Run 1, metal layers overlaid:
Two of the layers only.
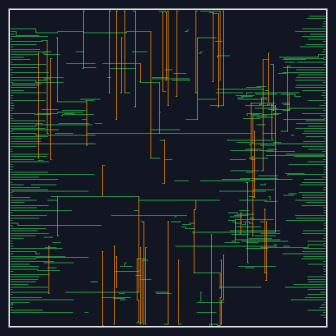
Run 1, placed standard cells:
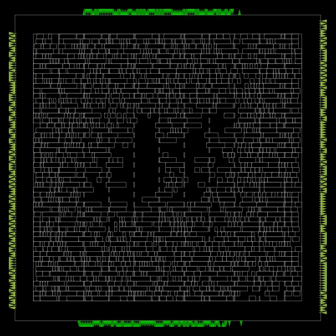
Run 1, power grid:
Scale bar: 50 um. Pins as bars on the die edge.
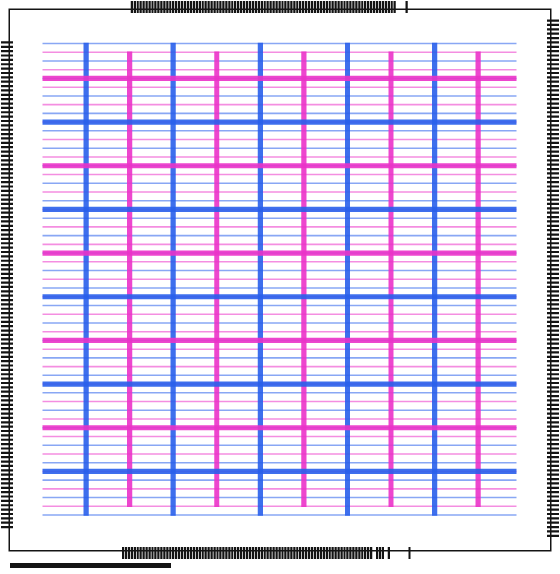
<file path="config.mk">
export PLATFORM = sky130hd
export DESIGN_NAME = exu_mdu_ctrl
export DESIGN_NICKNAME = d
export VERILOG_FILES = /design/src/rtl/exu_mdu_ctrl.sv
export SDC_FILE = /design/constraint.sdc
export NUM_CORES = 1
export LEC_CHECK = 0
export CAP_MARGIN = 40
export CORE_MARGIN = 10
export CORE_UTILIZATION = 47
export DETAILED_ROUTE_END_ITERATION = 10
export PLACE_DENSITY = 0.86
export SETUP_SLACK_MARGIN = 0.05
export SKIP_LAST_GASP = 1
export SLEW_MARGIN = 15
export SYNTH_ARGS = -nofsm -noshare
export SYNTH_HDL_FRONTEND = slang
export SYNTH_SLANG_ARGS = --single-unit
</file>
<file path="constraint.sdc">
create_clock -name clk -period 5.8 [get_ports clk]
set_input_delay 1.74 -clock clk [delete_from_list [all_inputs] [get_ports clk]]
set_output_delay 1.74 -clock clk [all_outputs]
set_load 0.05 [all_outputs]
</file>
<file path="src/rtl/exu_mdu_ctrl.sv">
// EX-stage sequencer for the shared iterative multiply/divide unit.
// Launches the MDU, stalls the pipe, resolves trivial divides locally and hands back one result.
module exu_mdu_ctrl #(
  parameter int XLEN    = 64,
  parameter int TIMEOUT = 80,
  parameter int CNT_W   = 7
) (
  input  logic            clk,
  input  logic            rstn,
  input  logic            flush_nop,
  input  logic            idu_mdu_en,
  input  logic [2:0]      idu_mdu_opcode,
  input  logic            idu_mdu_halfop,
  input  logic [4:0]      idu_index_rd,
  input  logic [XLEN-1:0] src1,
  input  logic [XLEN-1:0] src2,
  output logic            mdu_start,
  output logic [2:0]      mdu_op,
  output logic            mdu_halfop,
  output logic [XLEN-1:0] mdu_src1,
  output logic [XLEN-1:0] mdu_src2,
  output logic            mdu_kill,
  input  logic            mdu_done,
  input  logic [XLEN-1:0] mdu_result,
  output logic            pipe_stall,
  output logic            mdu_wb_valid,
  output logic [XLEN-1:0] mdu_wb_data,
  output logic [4:0]      mdu_wb_rd,
  output logic            mdu_err
);

  // state  | meaning
  // S_IDLE | waiting for an op from ID/EX
  // S_BUSY | MDU running, watchdog counting
  // S_DONE | result presented to EX for one cycle
  typedef enum logic [1:0] {
    S_IDLE = 2'd0,
    S_BUSY = 2'd1,
    S_DONE = 2'd2
  } state_t;

  localparam logic [XLEN-1:0] MIN_X = {1'b1, {(XLEN-1){1'b0}}};

  state_t            r_state;
  state_t            w_state_nxt;
  logic [CNT_W-1:0]  r_cnt;
  logic [2:0]        r_op;
  logic              r_halfop;
  logic [XLEN-1:0]   r_src1;
  logic [XLEN-1:0]   r_src2;
  logic [XLEN-1:0]   r_result;
  logic [4:0]        r_rd;
  logic              r_err;
  logic              r_kill_flush;

  logic              w_accept;
  logic              w_busy;
  logic              w_timeout;
  logic              w_is_div;
  logic              w_signed_op;
  logic              w_is_rem;
  logic              w_div_zero;
  logic              w_ovf;
  logic              w_special;
  logic [XLEN-1:0]   w_spec_raw;
  logic [XLEN-1:0]   w_spec_result;
  logic [XLEN-1:0]   w_mdu_res;

  function automatic logic [XLEN-1:0] sext32(input logic [XLEN-1:0] v);
    return {{(XLEN-32){v[31]}}, v[31:0]};
  endfunction

  assign w_busy    = (r_state == S_BUSY);
  assign w_accept  = (r_state == S_IDLE) & idu_mdu_en & ~flush_nop;
  assign w_timeout = (r_cnt == CNT_W'(TIMEOUT - 1));

  // Divide-by-zero and signed overflow are answered here without the MDU.
  always_comb begin
    w_is_div    = idu_mdu_opcode[2];
    w_signed_op = ~idu_mdu_opcode[0];
    w_is_rem    = idu_mdu_opcode[1];
    if (idu_mdu_halfop) begin
      w_div_zero = (src2[31:0] == 32'h0);
      w_ovf      = w_signed_op & (src1[31:0] == 32'h8000_0000) & (src2[31:0] == 32'hFFFF_FFFF);
    end else begin
      w_div_zero = (src2 == '0);
      w_ovf      = w_signed_op & (src1 == MIN_X) & (src2 == '1);
    end
    w_special = w_is_div & (w_div_zero | w_ovf);
    if (w_div_zero) begin
      w_spec_raw = w_is_rem ? src1 : '1;
    end else begin
      w_spec_raw = w_is_rem ? '0 : src1;
    end
    w_spec_result = idu_mdu_halfop ? sext32(w_spec_raw) : w_spec_raw;
    w_mdu_res     = r_halfop ? sext32(mdu_result) : mdu_result;
  end

  always_comb begin
    w_state_nxt = r_state;
    case (r_state)
      S_IDLE: begin
        if (w_accept) w_state_nxt = w_special ? S_DONE : S_BUSY;
      end
      S_BUSY: begin
        if (flush_nop)      w_state_nxt = S_IDLE;
        else if (mdu_done)  w_state_nxt = S_DONE;
        else if (w_timeout) w_state_nxt = S_DONE;
      end
      S_DONE:  w_state_nxt = S_IDLE;
      default: w_state_nxt = S_IDLE;
    endcase
  end

  always_ff @(posedge clk or negedge rstn) begin
    if (!rstn) r_state <= S_IDLE;
    else       r_state <= w_state_nxt;
  end

  always_ff @(posedge clk or negedge rstn) begin
    if (!rstn) begin
      r_cnt        <= '0;
      r_op         <= '0;
      r_halfop     <= 1'b0;
      r_src1       <= '0;
      r_src2       <= '0;
      r_result     <= '0;
      r_rd         <= '0;
      r_err        <= 1'b0;
      r_kill_flush <= 1'b0;
    end else begin
      r_kill_flush <= w_busy & flush_nop;
      if (w_accept) begin
        r_op     <= idu_mdu_opcode;
        r_halfop <= idu_mdu_halfop;
        r_src1   <= src1;
        r_src2   <= src2;
        r_rd     <= idu_index_rd;
        r_cnt    <= '0;
        if (w_special) r_result <= w_spec_result;
      end
      if (w_busy) begin
        r_cnt <= r_cnt + CNT_W'(1);
        // A flush discards whatever the MDU returns in the same cycle.
        if (!flush_nop) begin
          if (mdu_done) begin
            r_result <= w_mdu_res;
          end else if (w_timeout) begin
            r_result <= '0;
            r_err    <= 1'b1;
          end
        end
      end
    end
  end

  assign pipe_stall   = w_accept | w_busy;
  assign mdu_start    = w_busy & (r_cnt == '0);
  assign mdu_kill     = r_kill_flush | (w_busy & ~flush_nop & ~mdu_done & w_timeout);
  assign mdu_op       = r_op;
  assign mdu_halfop   = r_halfop;
  assign mdu_src1     = r_src1;
  assign mdu_src2     = r_src2;
  assign mdu_wb_valid = (r_state == S_DONE);
  assign mdu_wb_data  = r_result;
  assign mdu_wb_rd    = r_rd;
  assign mdu_err      = r_err;

endmodule

</file>
==> results.toml, run 1 <==
# flow metrics
[cells_and_area]
nets = 1784
drive_above_1_share_pct = 7.972
clock_buffers = 32
final-clk-cell-share_pct = 5.505
seqCellArea_um2 = 5305
fillCellCount = 1546
n_all_inverters = 4
most-common-layout-cells = "513 x nand2_1, 409 x clkdlybuf4s50_1, 212 x dfrtp_1"
signal_buffer_area_fraction_pct = 28.47
signal_buffers = 441
largest_cell_class = "flip-flops and latches"
comb_area_um2 = 4636
area_growth_pct = 51.26

[detailed_routing]
dr_wl_met2_um = 20240
met3WireLength_um = 4712
drt-initial-drc-count = 986
wl_um = 43360
viasPerCell = 5.764
vias = 10801
wl_met1_um = 16220
drc = 0
drtAntennaViolNets = 0
top_layer = "met4"
wl_per_cell_um = 23.14
drt_pass1_iterations = 5

[global_route]
grt_pass1_wl_um = 65480
grt_overflow_total = 0
antenna_found_initial = 1
grt_pass1_vias = 11125
met1_usage_pct = 34.16
grt.total_usage_pct = 29.00
use_met2_pct = 47.88
busiest_layer = "met2"
grtUsageMet3_pct = 8.871

[power_and_ir_drop]
clk-power_mw = 1.66
pwr-share-seq_pct = 30.3
total_power_mw = 6.920
maxPowerGroup = "combinational cells"
p_int_mw = 3.940
pg_seq_mw = 2.10
vdd_drop_max_uv = 285.3
p_comb_mw = 3.16
p_leak_nw = 7.010
sw_frac_of_total_pct = 43.05
clock_power_share_pct = 24.0

[yosys]
synth.top_cell.area_share_pct = 51.39
synth.logic.top_family = "simple AND/OR/NAND/NOR gates"
fa_ha_area_share_pct = 0.3394
netlist-cell-type-count = 44
ys_warn_count = 0
syn_area_um2 = 10320
area_leaders = "dfrtp_1 51%, nand2_1 19%, o21ai_0 5.2%, or3_1 3.8%, o2111ai_2 2.9%"
top_area_cell = "dfrtp_1"
ys_seq_share_pct = 51.39
synth_chip_area_um2 = 10320
synth_flops = 212
top_cells_by_count = "513 x nand2_1, 212 x dfrtp_1, 108 x o21ai_0"
syn_inst = 1198
synth-compound-area-share_pct = 13.35
async_reset_ff_share_pct = 100.0
mux_share_pct = 0
synth_top_cell_by_count = "nand2_1"
yosys_cells = 1198

[placed_design]
placedCellCount = 1830
post-place-ws_ns = 0.5669
port_buffers = 411
hpwl_um = 31770
gp_congestion = 0.8924
placed_area_um2 = 14750

[clock_tree]
clkSlewWorstSetupHoldPaths_ns = 0.06
cts.repair.resized = 0
cts_root_buf = "clkbuf_16"
cts_buffer_depth = 3
htreeDepth = 1
cts_made_buffers = 24
holdBufCountCts = 0
cts_sinks = 212

[timing]
setup_viol = 0
setup_tns_ns = 0
hold_violations = 0
timing.hold.ws_ns = 0.4737
max_slew_margin_pct = 41.74
clock_skew_ns = 0.01301
fin_crit_sh_pct = 90.68
slew_viol_final = 0
fin_ws_ns = 0.5404
max_freq_mhz = 190.1

[die]
fp-utilization_pct = 47.59
die_h_um = 168.2
ios = 412
die_w_um = 168.2
dieArea_um2 = 28290
coreArea_um2 = 21690

[critical_path]
cp-start-kind = "primary input"
crit_start = "flush_nop"
crit_slowest_cell = "clkdlybuf4s50_1"
crit_path_frequent_cell = "clkdlybuf4s50_1"
crit_end = "mdu_kill"
r2r_end = "mdu_src2[7]"
crit_buf_inv = 2
crit_chain = "clkdlybuf4s50_1 > nor3_1 > nand2_1 > nand2b_1 > clkdlybuf4s50_1"
worstPathRequired_ns = 4.06
cp_max_fo = 5
reg2reg_slack_ns = 2.98
critPathKind = "in -> out"
path_depth = 5
cp_slowest_stage_delay_ns = 0.81
reg2reg_depth = 6

[outcome]
outcome = "finished, final reports clean"

[flow_run]
maxCapViolCount = 0
tool_warnings = 27

[worst_hold_path]
hp-class = "reg -> reg"
hold_path_end = "mdu_src2[47]"
worstHoldStart = "mdu_src2[47]"
Notes on 'metal layers overlaid' above:
color	layer	wire length
orange	metal 4	2,200 um
green	metal 3	4,710 um

Notes on 'placed standard cells' above:
row count: 54
flop count: 212
n_taps: 280
post-route insts no fill: 1,874

Notes on 'power grid' above:
color	net
magenta	VDD
blue	VSS
rows	54
signal pins	412

## Run 2: what changed since run 1
--- a/config.mk
+++ b/config.mk
@@ -9,7 +9,7 @@
 export CORE_MARGIN = 10
 export CORE_UTILIZATION = 47
 export DETAILED_ROUTE_END_ITERATION = 10
-export PLACE_DENSITY = 0.86
+export PLACE_DENSITY_LB_ADDON = 0.05
 export SETUP_SLACK_MARGIN = 0.05
 export SKIP_LAST_GASP = 1
 export SLEW_MARGIN = 15
==> results.toml, run 2 <==
# flow metrics
[placed_design]
hpwl_um = 30950
post-place-ws_ns = 0.5915
placedCellCount = 1823
placed_area_um2 = 14710
gp_congestion = 0.8957
port_buffers = 411

[critical_path]
worstPathRequired_ns = 4.06
crit_slowest_cell = "clkdlybuf4s50_1"
cp_max_fo = 5
r2r_end = "mdu_wb_data[44]"
crit_chain = "clkdlybuf4s50_1 > nor3_1 > nand2_1 > nand2b_1 > clkdlybuf4s50_1"
critPathKind = "in -> out"
crit_start = "flush_nop"
path_depth = 5
cp.arrival_ns = 3.46
cp-start-kind = "primary input"
crit_end = "mdu_kill"
crit_path_frequent_cell = "clkdlybuf4s50_1"
reg2reg_depth = 8
cp_slowest_stage_delay_ns = 0.80
crit_buf_inv = 2
reg2reg_slack_ns = 2.91

[cells_and_area]
seq_area_share_pct = 34.09
signal_buffer_area_fraction_pct = 28.27
fillCellCount = 1675
final-clk-cell-share_pct = 5.467
stdcell_count = 1868
nets = 1778
seq_cell_count = 212
signal_buffers = 434
clock_buffers = 32
drive_above_1_share_pct = 7.634
n_all_inverters = 4
comb_area_um2 = 4636
largest_cell_class = "flip-flops and latches"
most-common-layout-cells = "513 x nand2_1, 409 x clkdlybuf4s50_1, 212 x dfrtp_1"
seqCellArea_um2 = 5305
area_growth_pct = 50.78

[power_and_ir_drop]
pg_seq_mw = 2.09
maxPowerGroup = "combinational cells"
total_power_mw = 6.880
clk-power_mw = 1.64
pwr-share-seq_pct = 30.4
vdd_drop_max_uv = 298.7
p_comb_mw = 3.15
sw_frac_of_total_pct = 43.01
p_int_mw = 3.921
p_leak_nw = 6.977

[timing]
clock_skew_ns = 0.009580
fin_crit_ns = 5.205
timing.hold.ws_ns = 0.4655
setup_tns_ns = 0
hold_violations = 0
setup_viol = 0
fin_crit_sh_pct = 89.73
fin_ws_ns = 0.5954
slew_viol_final = 0
max_slew_margin_pct = 34.76

[yosys]
top_cells_by_count = "513 x nand2_1, 212 x dfrtp_1, 108 x o21ai_0"
synth-compound-area-share_pct = 13.35
syn_area_um2 = 10320
ys_seq_share_pct = 51.39
synth.logic.top_family = "simple AND/OR/NAND/NOR gates"
top_area_cell = "dfrtp_1"
synth.top_cell.area_share_pct = 51.39
async_reset_ff_share_pct = 100.0
area_leaders = "dfrtp_1 51%, nand2_1 19%, o21ai_0 5.2%, or3_1 3.8%, o2111ai_2 2.9%"
synth_chip_area_um2 = 10320
mux_share_pct = 0
fa_ha_area_share_pct = 0.3394
synth_top_cell_by_count = "nand2_1"
yosys_cells = 1198
synth_flops = 212
ys_warn_count = 0
netlist-cell-type-count = 44
syn_inst = 1198

[global_route]
grt_overflow_total = 0
busiest_layer = "met2"
grt_max_degree = 123
grtUsageMet3_pct = 11.08
antenna_found_initial = 6
use_met2_pct = 45.77
grt_pass1_wl_um = 64120
grt_pass1_vias = 10603

[detailed_routing]
dr_wl_met2_um = 19910
viasPerCell = 5.515
drt-initial-drc-count = 861
drtAntennaViolNets = 0
wl_met1_um = 16060
drt_pass1_iterations = 5
top_layer = "met5"
drc = 0
met3WireLength_um = 4659

[die]
fp-utilization_pct = 47.59
die_w_um = 168.2
num_tap_cells = 280
coreArea_um2 = 21690
die_h_um = 168.2
dieArea_um2 = 28290
ios = 412
fp-row-count = 54

[outcome]
outcome = "finished, final reports clean"

[worst_hold_path]
worstHoldStart = "mdu_err"
hp-class = "reg -> reg"
hold_path_end = "mdu_err"

[clock_tree]
cts.repair.resized = 0
cts_made_buffers = 25
clkSlewWorstSetupHoldPaths_ns = 0.06
cts_tree = "done"
holdBufCountCts = 0
htreeDepth = 1
cts_root_buf = "clkbuf_16"
cts_buffer_depth = 3
cts_sinks = 212

[flow_run]
tool_warnings = 30
maxCapViolCount = 0
Run 2, routed clock nets over the placement:
Scale bar: 50 um.
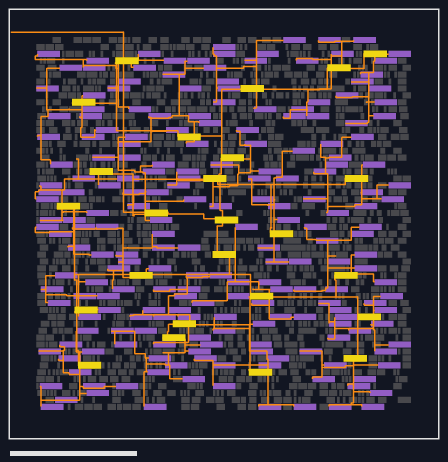
[purple] flip-flops | count: 212
[yellow] clock drivers | count: 25
[orange] clock wires | length: 2,890 um
routed clock nets	26
Clock power frac: 23.8%
clock latency on the worst-skew pair: 0.51 ns

Run 2, metal layers overlaid:
Two of the layers only.
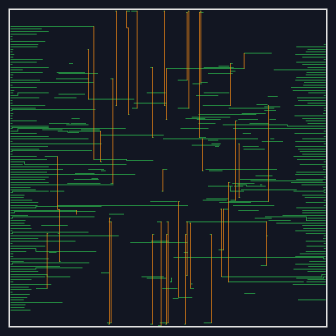
color	layer	wire length
orange	metal 4	1,560 um
green	metal 3	4,660 um
All-Layer GR Usage: 28.57%
Vias: 10,302
final WL: 42,230 um
post-DR wirelength/cell: 22.60 um

## Run 3: what changed since run 2
--- a/config.mk
+++ b/config.mk
@@ -5,7 +5,7 @@
 export SDC_FILE = /design/constraint.sdc
 export NUM_CORES = 1
 export LEC_CHECK = 0
-export CAP_MARGIN = 40
+export CAP_MARGIN = 20
 export CORE_MARGIN = 10
 export CORE_UTILIZATION = 47
 export DETAILED_ROUTE_END_ITERATION = 10
==> results.toml, run 3 <==
# flow metrics
[critical_path]
cp-start-kind = "primary input"
path_depth = 5
rr_startpoint = "r_cnt[0]"
crit_start = "flush_nop"
r2r_end = "mdu_wb_data[30]"
reg2reg_slack_ns = 2.82
critPathKind = "in -> out"
crit_path_frequent_cell = "clkdlybuf4s50_1"
crit_buf_inv = 2
cp.arrival_ns = 3.47
crit_chain = "clkdlybuf4s50_1 > nor3_1 > nand2_1 > nand2b_1 > clkdlybuf4s50_1"
cp_slowest_stage_delay_ns = 0.80
cp_max_fo = 5
reg2reg_depth = 8
crit_end = "mdu_kill"
crit_slowest_cell = "clkdlybuf4s50_1"

[clock_tree]
cts_tree = "done"
cts_root_buf = "clkbuf_16"
htreeDepth = 1
cts_sinks = 212
holdBufCountCts = 0
clock_latency_ns = 0.51
cts.repair.resized = 0
cts_made_buffers = 24
cts_buffer_depth = 3

[yosys]
synth.logic.top_family = "simple AND/OR/NAND/NOR gates"
area_leaders = "dfrtp_1 51%, nand2_1 19%, o21ai_0 5.2%, or3_1 3.8%, o2111ai_2 2.9%"
synth-compound-area-share_pct = 13.35
top_cells_by_count = "513 x nand2_1, 212 x dfrtp_1, 108 x o21ai_0"
synth_flops = 212
mux_share_pct = 0
async_reset_ff_share_pct = 100.0
fa_ha_area_share_pct = 0.3394
syn_area_um2 = 10320
ys_seq_share_pct = 51.39
yosys_cells = 1198
ys_warn_count = 0
synth.top_cell.area_share_pct = 51.39
syn_inst = 1198

[placed_design]
placed_area_um2 = 14620
hpwl_um = 30580
post-place-ws_ns = 0.5850
gp_congestion = 0.8957
port_buffers = 411
placedCellCount = 1819

[power_and_ir_drop]
sw_frac_of_total_pct = 43.18
maxPowerGroup = "combinational cells"
vdd_drop_max_uv = 340.4
clk-power_mw = 1.60
total_power_mw = 6.834
clock_power_share_pct = 23.4
pwr-share-seq_pct = 30.6
p_comb_mw = 3.14
p_int_mw = 3.883
p_leak_nw = 6.931

[cells_and_area]
area_growth_pct = 49.87
largest_cell_class = "flip-flops and latches"
final-clk-cell-share_pct = 5.443
drive_above_1_share_pct = 7.454
n_all_inverters = 4
signal_buffers = 430
nets = 1773
clock_buffers = 34
seqCellArea_um2 = 5305
seq_area_share_pct = 34.29
signal_buffer_area_fraction_pct = 27.90
fillCellCount = 1705

[die]
die_h_um = 168.2
fp-row-count = 54
dieArea_um2 = 28290
num_tap_cells = 280
coreArea_um2 = 21690
ios = 412
fp-utilization_pct = 47.59
die_w_um = 168.2

[timing]
timing.hold.ws_ns = 0.4650
setup_tns_ns = 0
hold_violations = 0
fin_ws_ns = 0.5854
fin_crit_sh_pct = 89.91
fin_crit_ns = 5.215
clock_skew_ns = 0.01140
slew_viol_final = 0
max_slew_margin_pct = 28.46
setup_viol = 0

[detailed_routing]
viasPerCell = 5.541
wl_met1_um = 15720
met3WireLength_um = 4754
top_layer = "met5"
drt_pass1_iterations = 5
wl_um = 42170
drc = 0
wl_per_cell_um = 22.61
dr_wl_met2_um = 20030
drtAntennaViolNets = 0

[global_route]
grt_pass1_wl_um = 63600
use_met2_pct = 45.24
grt_max_degree = 123
grt_pass1_vias = 10567
busiest_layer = "met2"
grtUsageMet3_pct = 10.99
met1_usage_pct = 33.69
grt_overflow_total = 0
antenna_found_initial = 4

[outcome]
outcome = "finished, final reports clean"

[flow_run]
maxCapViolCount = 0
tool_warnings = 29

[worst_hold_path]
hp-class = "reg -> reg"
worstHoldStart = "mdu_err"
hold_path_end = "mdu_err"
Run 3, placement by cell class:
Scale bar: 50 um.
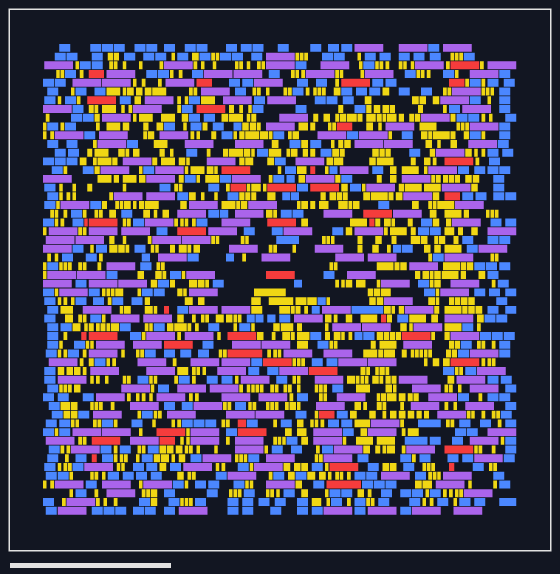
color	class	cells	share of their area
red	clock drivers and dummy loads	44	5.6%
blue	remaining buffers and delay cells	430	29%
purple	sequential cells	212	35%
yellow	combinational and other logic	897	31%

Run 3, routed clock nets over the placement:
Scale bar: 50 um.
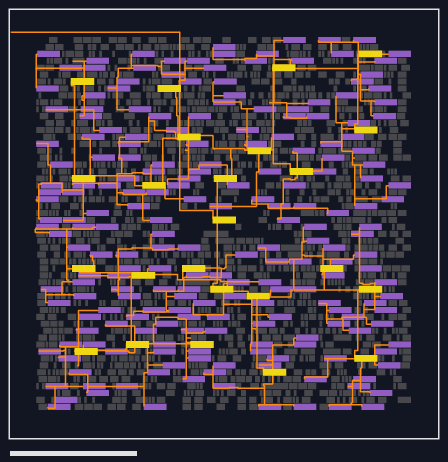
[yellow] clock drivers | count: 24
[orange] clock wires | length: 2,820 um
[purple] flip-flops | count: 212
routed clock nets	25

Power is estimated from default activity; no workload was simulated.
